--- src/rtl/mem_wb_stage_pkg.sv ---
// ---------------------------------------------------------------------------
// mem_wb_stage_pkg
//   Shared definitions for the RV32IM MEM/WB stage: default widths,
//   writeback-source select codes and load funct3 codes.
// ---------------------------------------------------------------------------
package mem_wb_stage_pkg;

    localparam int unsigned XLEN_DEF   = 32;
    localparam int unsigned REG_AW_DEF = 5;
    localparam int unsigned CNT_W_DEF  = 64;

    // Writeback source select; 2'b11 is reserved and behaves as ALU.
    typedef enum logic [1:0] {
        WB_SEL_ALU  = 2'b00,
        WB_SEL_LOAD = 2'b01,
        WB_SEL_PC4  = 2'b10,
        WB_SEL_RSVD = 2'b11
    } wb_sel_e;

    // Load funct3 encodings; the unlisted codes behave as LW.
    typedef enum logic [2:0] {
        LOAD_F3_LB  = 3'b000,
        LOAD_F3_LH  = 3'b001,
        LOAD_F3_LW  = 3'b010,
        LOAD_F3_LBU = 3'b100,
        LOAD_F3_LHU = 3'b101
    } load_f3_e;

    // True for the halfword loads (signed or unsigned).
    function automatic logic is_half_load(input logic [2:0] funct3);
        return (funct3 == LOAD_F3_LH) || (funct3 == LOAD_F3_LHU);
    endfunction

    // True for the byte loads (signed or unsigned).
    function automatic logic is_byte_load(input logic [2:0] funct3);
        return (funct3 == LOAD_F3_LB) || (funct3 == LOAD_F3_LBU);
    endfunction

endpackage

--- src/rtl/mem_wb_stage_load_align.sv ---
// ---------------------------------------------------------------------------
// load_align
//   Combinational load data alignment and extension.
//   Ports:
//     word       in  XLEN  raw aligned word from data memory
//     off        in  2     byte offset (effective address [1:0])
//     funct3     in  3     load type (LB/LH/LW/LBU/LHU, others as LW)
//     data       out XLEN  aligned, sign/zero-extended load result
//     misaligned out 1     access is not naturally aligned
// ---------------------------------------------------------------------------
module load_align
    import mem_wb_stage_pkg::*;
#(
    parameter int unsigned XLEN = XLEN_DEF
) (
    input  logic [XLEN-1:0] word,
    input  logic [1:0]      off,
    input  logic [2:0]      funct3,
    output logic [XLEN-1:0] data,
    output logic            misaligned
);

    logic [7:0]  byte_v;
    logic [15:0] half_v;

    always_comb begin
        byte_v = word[7:0];
        case (off)
            2'd0:    byte_v = word[7:0];
            2'd1:    byte_v = word[15:8];
            2'd2:    byte_v = word[23:16];
            default: byte_v = word[31:24];
        endcase
        half_v = off[1] ? word[31:16] : word[15:0];
    end

    always_comb begin
        data       = word;
        misaligned = 1'b0;
        case (funct3)
            LOAD_F3_LB: begin
                data = {{(XLEN-8){byte_v[7]}}, byte_v};
            end
            LOAD_F3_LBU: begin
                data = {{(XLEN-8){1'b0}}, byte_v};
            end
            LOAD_F3_LH: begin
                data       = {{(XLEN-16){half_v[15]}}, half_v};
                misaligned = off[0];
            end
            LOAD_F3_LHU: begin
                data       = {{(XLEN-16){1'b0}}, half_v};
                misaligned = off[0];
            end
            default: begin
                // LW and the undefined encodings take the whole word.
                data       = word;
                misaligned = (off != 2'b00);
            end
        endcase
    end

endmodule

--- src/rtl/mem_wb_stage.sv ---
// ---------------------------------------------------------------------------
// mem_wb_stage
//   MEM/WB pipeline register and writeback logic of the RV32IM pipeline.
//   Captures the memory-stage result on posedge CLK, aligns/extends load
//   data, selects the writeback source and drives the register-file write
//   port, which commits on the following negedge. Flags misaligned loads
//   and counts retired instructions.
//   Ports:
//     CLK, RESET (sync, active high), STALL (hold), FLUSH (bubble)
//     MEM_VALID, MEM_REG_WRITE_EN, MEM_DEST_ADDR, MEM_WB_SEL,
//     MEM_LOAD_FUNCT3, MEM_ALU_RESULT, MEM_READ_DATA, MEM_PC   (MEM inputs)
//     WB_DATA, WB_DEST_ADDR, WB_WRITE_EN   -> register file write port
//     WB_VALID            retiring instruction present
//     WB_LOAD_MISALIGNED  registered misaligned-load flag
//     INSTRET             retired-instruction count (wraps)
// ---------------------------------------------------------------------------
module mem_wb_stage
    import mem_wb_stage_pkg::*;
#(
    parameter int unsigned XLEN   = XLEN_DEF,
    parameter int unsigned REG_AW = REG_AW_DEF,
    parameter int unsigned CNT_W  = CNT_W_DEF
) (
    input  logic              CLK,
    input  logic              RESET,
    input  logic              STALL,
    input  logic              FLUSH,
    input  logic              MEM_VALID,
    input  logic              MEM_REG_WRITE_EN,
    input  logic [REG_AW-1:0] MEM_DEST_ADDR,
    input  logic [1:0]        MEM_WB_SEL,
    input  logic [2:0]        MEM_LOAD_FUNCT3,
    input  logic [XLEN-1:0]   MEM_ALU_RESULT,
    input  logic [XLEN-1:0]   MEM_READ_DATA,
    input  logic [XLEN-1:0]   MEM_PC,
    output logic [XLEN-1:0]   WB_DATA,
    output logic [REG_AW-1:0] WB_DEST_ADDR,
    output logic              WB_WRITE_EN,
    output logic              WB_VALID,
    output logic              WB_LOAD_MISALIGNED,
    output logic [CNT_W-1:0]  INSTRET
);

    logic [XLEN-1:0] load_data;
    logic            align_mis;
    logic            is_load;
    logic            load_mis;
    logic [XLEN-1:0] wb_data_next;
    logic            wb_we_next;

    load_align #(
        .XLEN (XLEN)
    ) u_load_align (
        .word       (MEM_READ_DATA),
        .off        (MEM_ALU_RESULT[1:0]),
        .funct3     (MEM_LOAD_FUNCT3),
        .data       (load_data),
        .misaligned (align_mis)
    );

    // Writeback source select; only an actual load can be misaligned.
    always_comb begin
        is_load      = (MEM_WB_SEL == WB_SEL_LOAD);
        load_mis     = is_load & align_mis;
        wb_data_next = MEM_ALU_RESULT;
        case (MEM_WB_SEL)
            WB_SEL_LOAD: wb_data_next = load_data;
            WB_SEL_PC4:  wb_data_next = MEM_PC + XLEN'(4);
            default:     wb_data_next = MEM_ALU_RESULT;
        endcase
        wb_we_next = MEM_VALID & MEM_REG_WRITE_EN &
                     (MEM_DEST_ADDR != '0) & ~load_mis;
    end

    // Pipeline registers: RESET > FLUSH > STALL > capture.
    always_ff @(posedge CLK) begin
        if (RESET) begin
            WB_DATA            <= '0;
            WB_DEST_ADDR       <= '0;
            WB_WRITE_EN        <= 1'b0;
            WB_VALID           <= 1'b0;
            WB_LOAD_MISALIGNED <= 1'b0;
            INSTRET            <= '0;
        end else if (FLUSH) begin
            WB_DATA            <= '0;
            WB_DEST_ADDR       <= '0;
            WB_WRITE_EN        <= 1'b0;
            WB_VALID           <= 1'b0;
            WB_LOAD_MISALIGNED <= 1'b0;
        end else if (!STALL) begin
            WB_DATA            <= wb_data_next;
            WB_DEST_ADDR       <= MEM_DEST_ADDR;
            WB_WRITE_EN        <= wb_we_next;
            WB_VALID           <= MEM_VALID;
            WB_LOAD_MISALIGNED <= MEM_VALID & load_mis;
            if (MEM_VALID) begin
                INSTRET <= INSTRET + CNT_W'(1);
            end
        end
    end

endmodule

--- config.mk ---
export PLATFORM = sky130hd
export DESIGN_NAME = mem_wb_stage
export DESIGN_NICKNAME = d
export VERILOG_FILES = /design/src/rtl/mem_wb_stage_pkg.sv /design/src/rtl/mem_wb_stage_load_align.sv /design/src/rtl/mem_wb_stage.sv
export SDC_FILE = /design/constraint.sdc
export NUM_CORES = 1
export LEC_CHECK = 0
export CORE_MARGIN = 1
export CORE_UTILIZATION = 30
export CTS_CLUSTER_SIZE = 30
export DETAILED_ROUTE_END_ITERATION = 16
export MAX_ROUTING_LAYER = met4
export PLACE_DENSITY_LB_ADDON = 0.25
export SLEW_MARGIN = 0
export SYNTH_ARGS = -nofsm -noshare
export SYNTH_HDL_FRONTEND = slang
export SYNTH_SLANG_ARGS = --single-unit
--- constraint.sdc ---
create_clock -name CLK -period 2.6 [get_ports CLK]
set_clock_uncertainty 0.05 [all_clocks]
set_input_delay 0.39 -clock CLK [delete_from_list [all_inputs] [get_ports CLK]]
set_output_delay 0.39 -clock CLK [all_outputs]
set_load 0.005 [all_outputs]
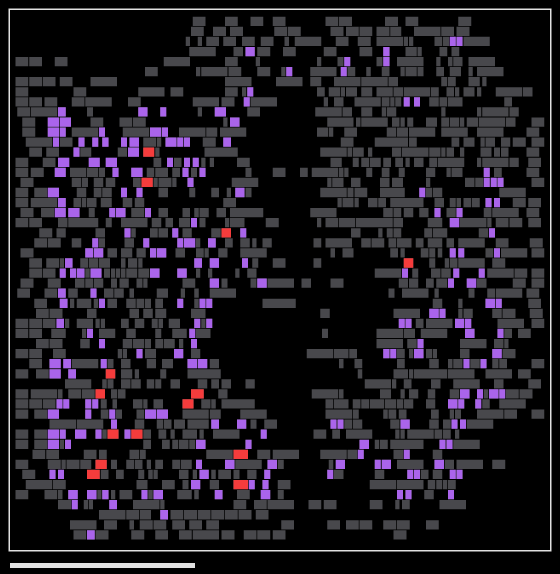
Figure 1: gate-type map.
The bar under the picture is 50 um long.
| family | color | cells |
|---|---|---|
| non-inverting ao/oa cells | red | 14 |
| aoi and oai cells | purple | 214 |
most numerous logic cell after layout: clkdlybuf4s50_1
share of the final layout cell area in multi-input gates: 39.7%
tally of non-filler cells in the final layout: 1358

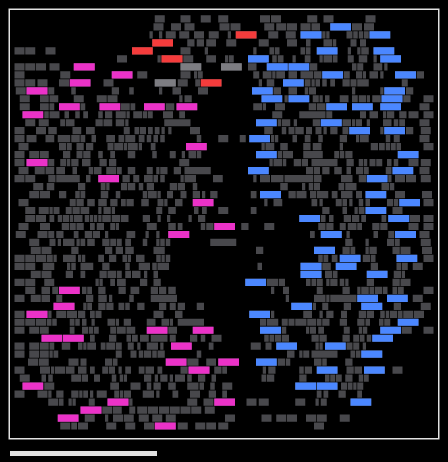
Figure 2: where the registers sit.
The bar under the picture is 50 um long.
| netlist name | color | placed flops |
|---|---|---|
| INSTRET | blue | 64 |
| WB_DATA | magenta | 32 |
| WB_DEST_ADDR | red | 5 |

-- logic make-up after synthesis --
logic type / count (synthesis) / synth area share, %
AND/OR/NAND/NOR: 321 / 28.5
AND-OR/OR-AND: 228 / 22.8
flip-flops: 104 / 33.5
buffers and inverters: 79 / 5.00
XOR/XNOR: 40 / 5.64
multiplexers: 20 / 3.65
adder cells (fa/ha/maj): 4 / 0.806
-- per-layer routing --
metal | global-route usage, % | vias to the layer above | wire [um]
li1 | - | 3557 | -
met1 | 27.5 | 3251 | 10200
met2 | 36.6 | 234 | 11000
met3 | 3.48 | 24 | 1300
met4 | 6.21 | 0 | 422
met5 | - | - | 0
==> Slide: Implementation Results <==
Flow Results at a Glance

Power and ir drop
  • Logic gate share of total power: between 10% and 20%
  • Portion of total power attributed to the clock network: between 30% and 40%
  • Combinational gate power: about 700 uW

Layout
  • FF+latch area: between 0.002 and 0.0025 mm^2
  • Number of sequential storage elements: ~100
  • Finished Core Util: 47.5%
  • Top Layout Cells: 213 x clkdlybuf4s50_1, 108 x buf_4, 104 x dfxtp_1, 73 x a21oi_1, 58 x nor2_1
  • Flip-flop count of the largest register after layout: ~64
  • Fraction of final layout cells sized beyond drive strength 1: 14.5%
  • Layout non-clock buf frac: between 30 and 40%
  • Inverter count of the layout excluding clock inverters: 32
  • Final design instance area without fill: about 0.0096 mm^2
  • Fill count: 1976

Global routing
  • Vias in the first global route: ~6.7k
  • All-layer global routing usage: 22.0%

CTS
  • # H-tree levels: 3
  • Post-CTS Hold Fix Bufs: 0
  • Insertion delay to the later sink of the worst-skew pair: roughly 0.36 ns
  • Clock-pin slew of the registers on the worst-case setup and hold paths: approximately 0.080 ns

Synthesis
  • Synth Seq Share: around a third
  • Biggest area contributors in the synthesized netlist: dfxtp_1 34%, a21oi_1 5.9%, o21ai_0 4.5%
  • Netlist cell types: between 50 and 60
  • Total standard cell area after synthesis: 0.00621 mm^2
  • Number of cells in Yosys stat: around 800
  • Count of synthesis-stage warnings from yosys: 0
  • Synthesized instance count: around 800
  • Mapped Nets: between 900 and 1k
  • Largest area contributor in the netlist: dfxtp_1

Worst setup path
  • Crit path capture: INSTRET[42]$_SDFFE_PP0P_
  • CP top delay family: simple AND/OR/NAND/NOR gates
  • Class of the most critical setup path: flop to flop
  • Critical Path Source: INSTRET[14]$_SDFFE_PP0P_
  • CP required: between 2 and 3 ns
  • Endpoint arrival time on the critical path: approximately 2.7 ns
  • Capture point of the worst reg-to-reg path: INSTRET[42]$_SDFFE_PP0P_

Worst hold path
  • Endpoint of the worst hold-timing path: WB_DATA[31]$_SDFFE_PP0N_

Die
  • Die Span X: ~150 um
  • Vertical extent of the die: approximately 150 um

Detailed routing
  • Residual DRC: 0
  • Detailed router's first-iteration violation count: a little under 400

Outcome
  • Run status: finished, final reports clean

Final timing
  • Final worst-path cycle share: about 94%
  • Headroom to the max-slew limit: a little over half

Place
  • GP Congestion: about 0.93
Power and IR drop assume default switching activity.
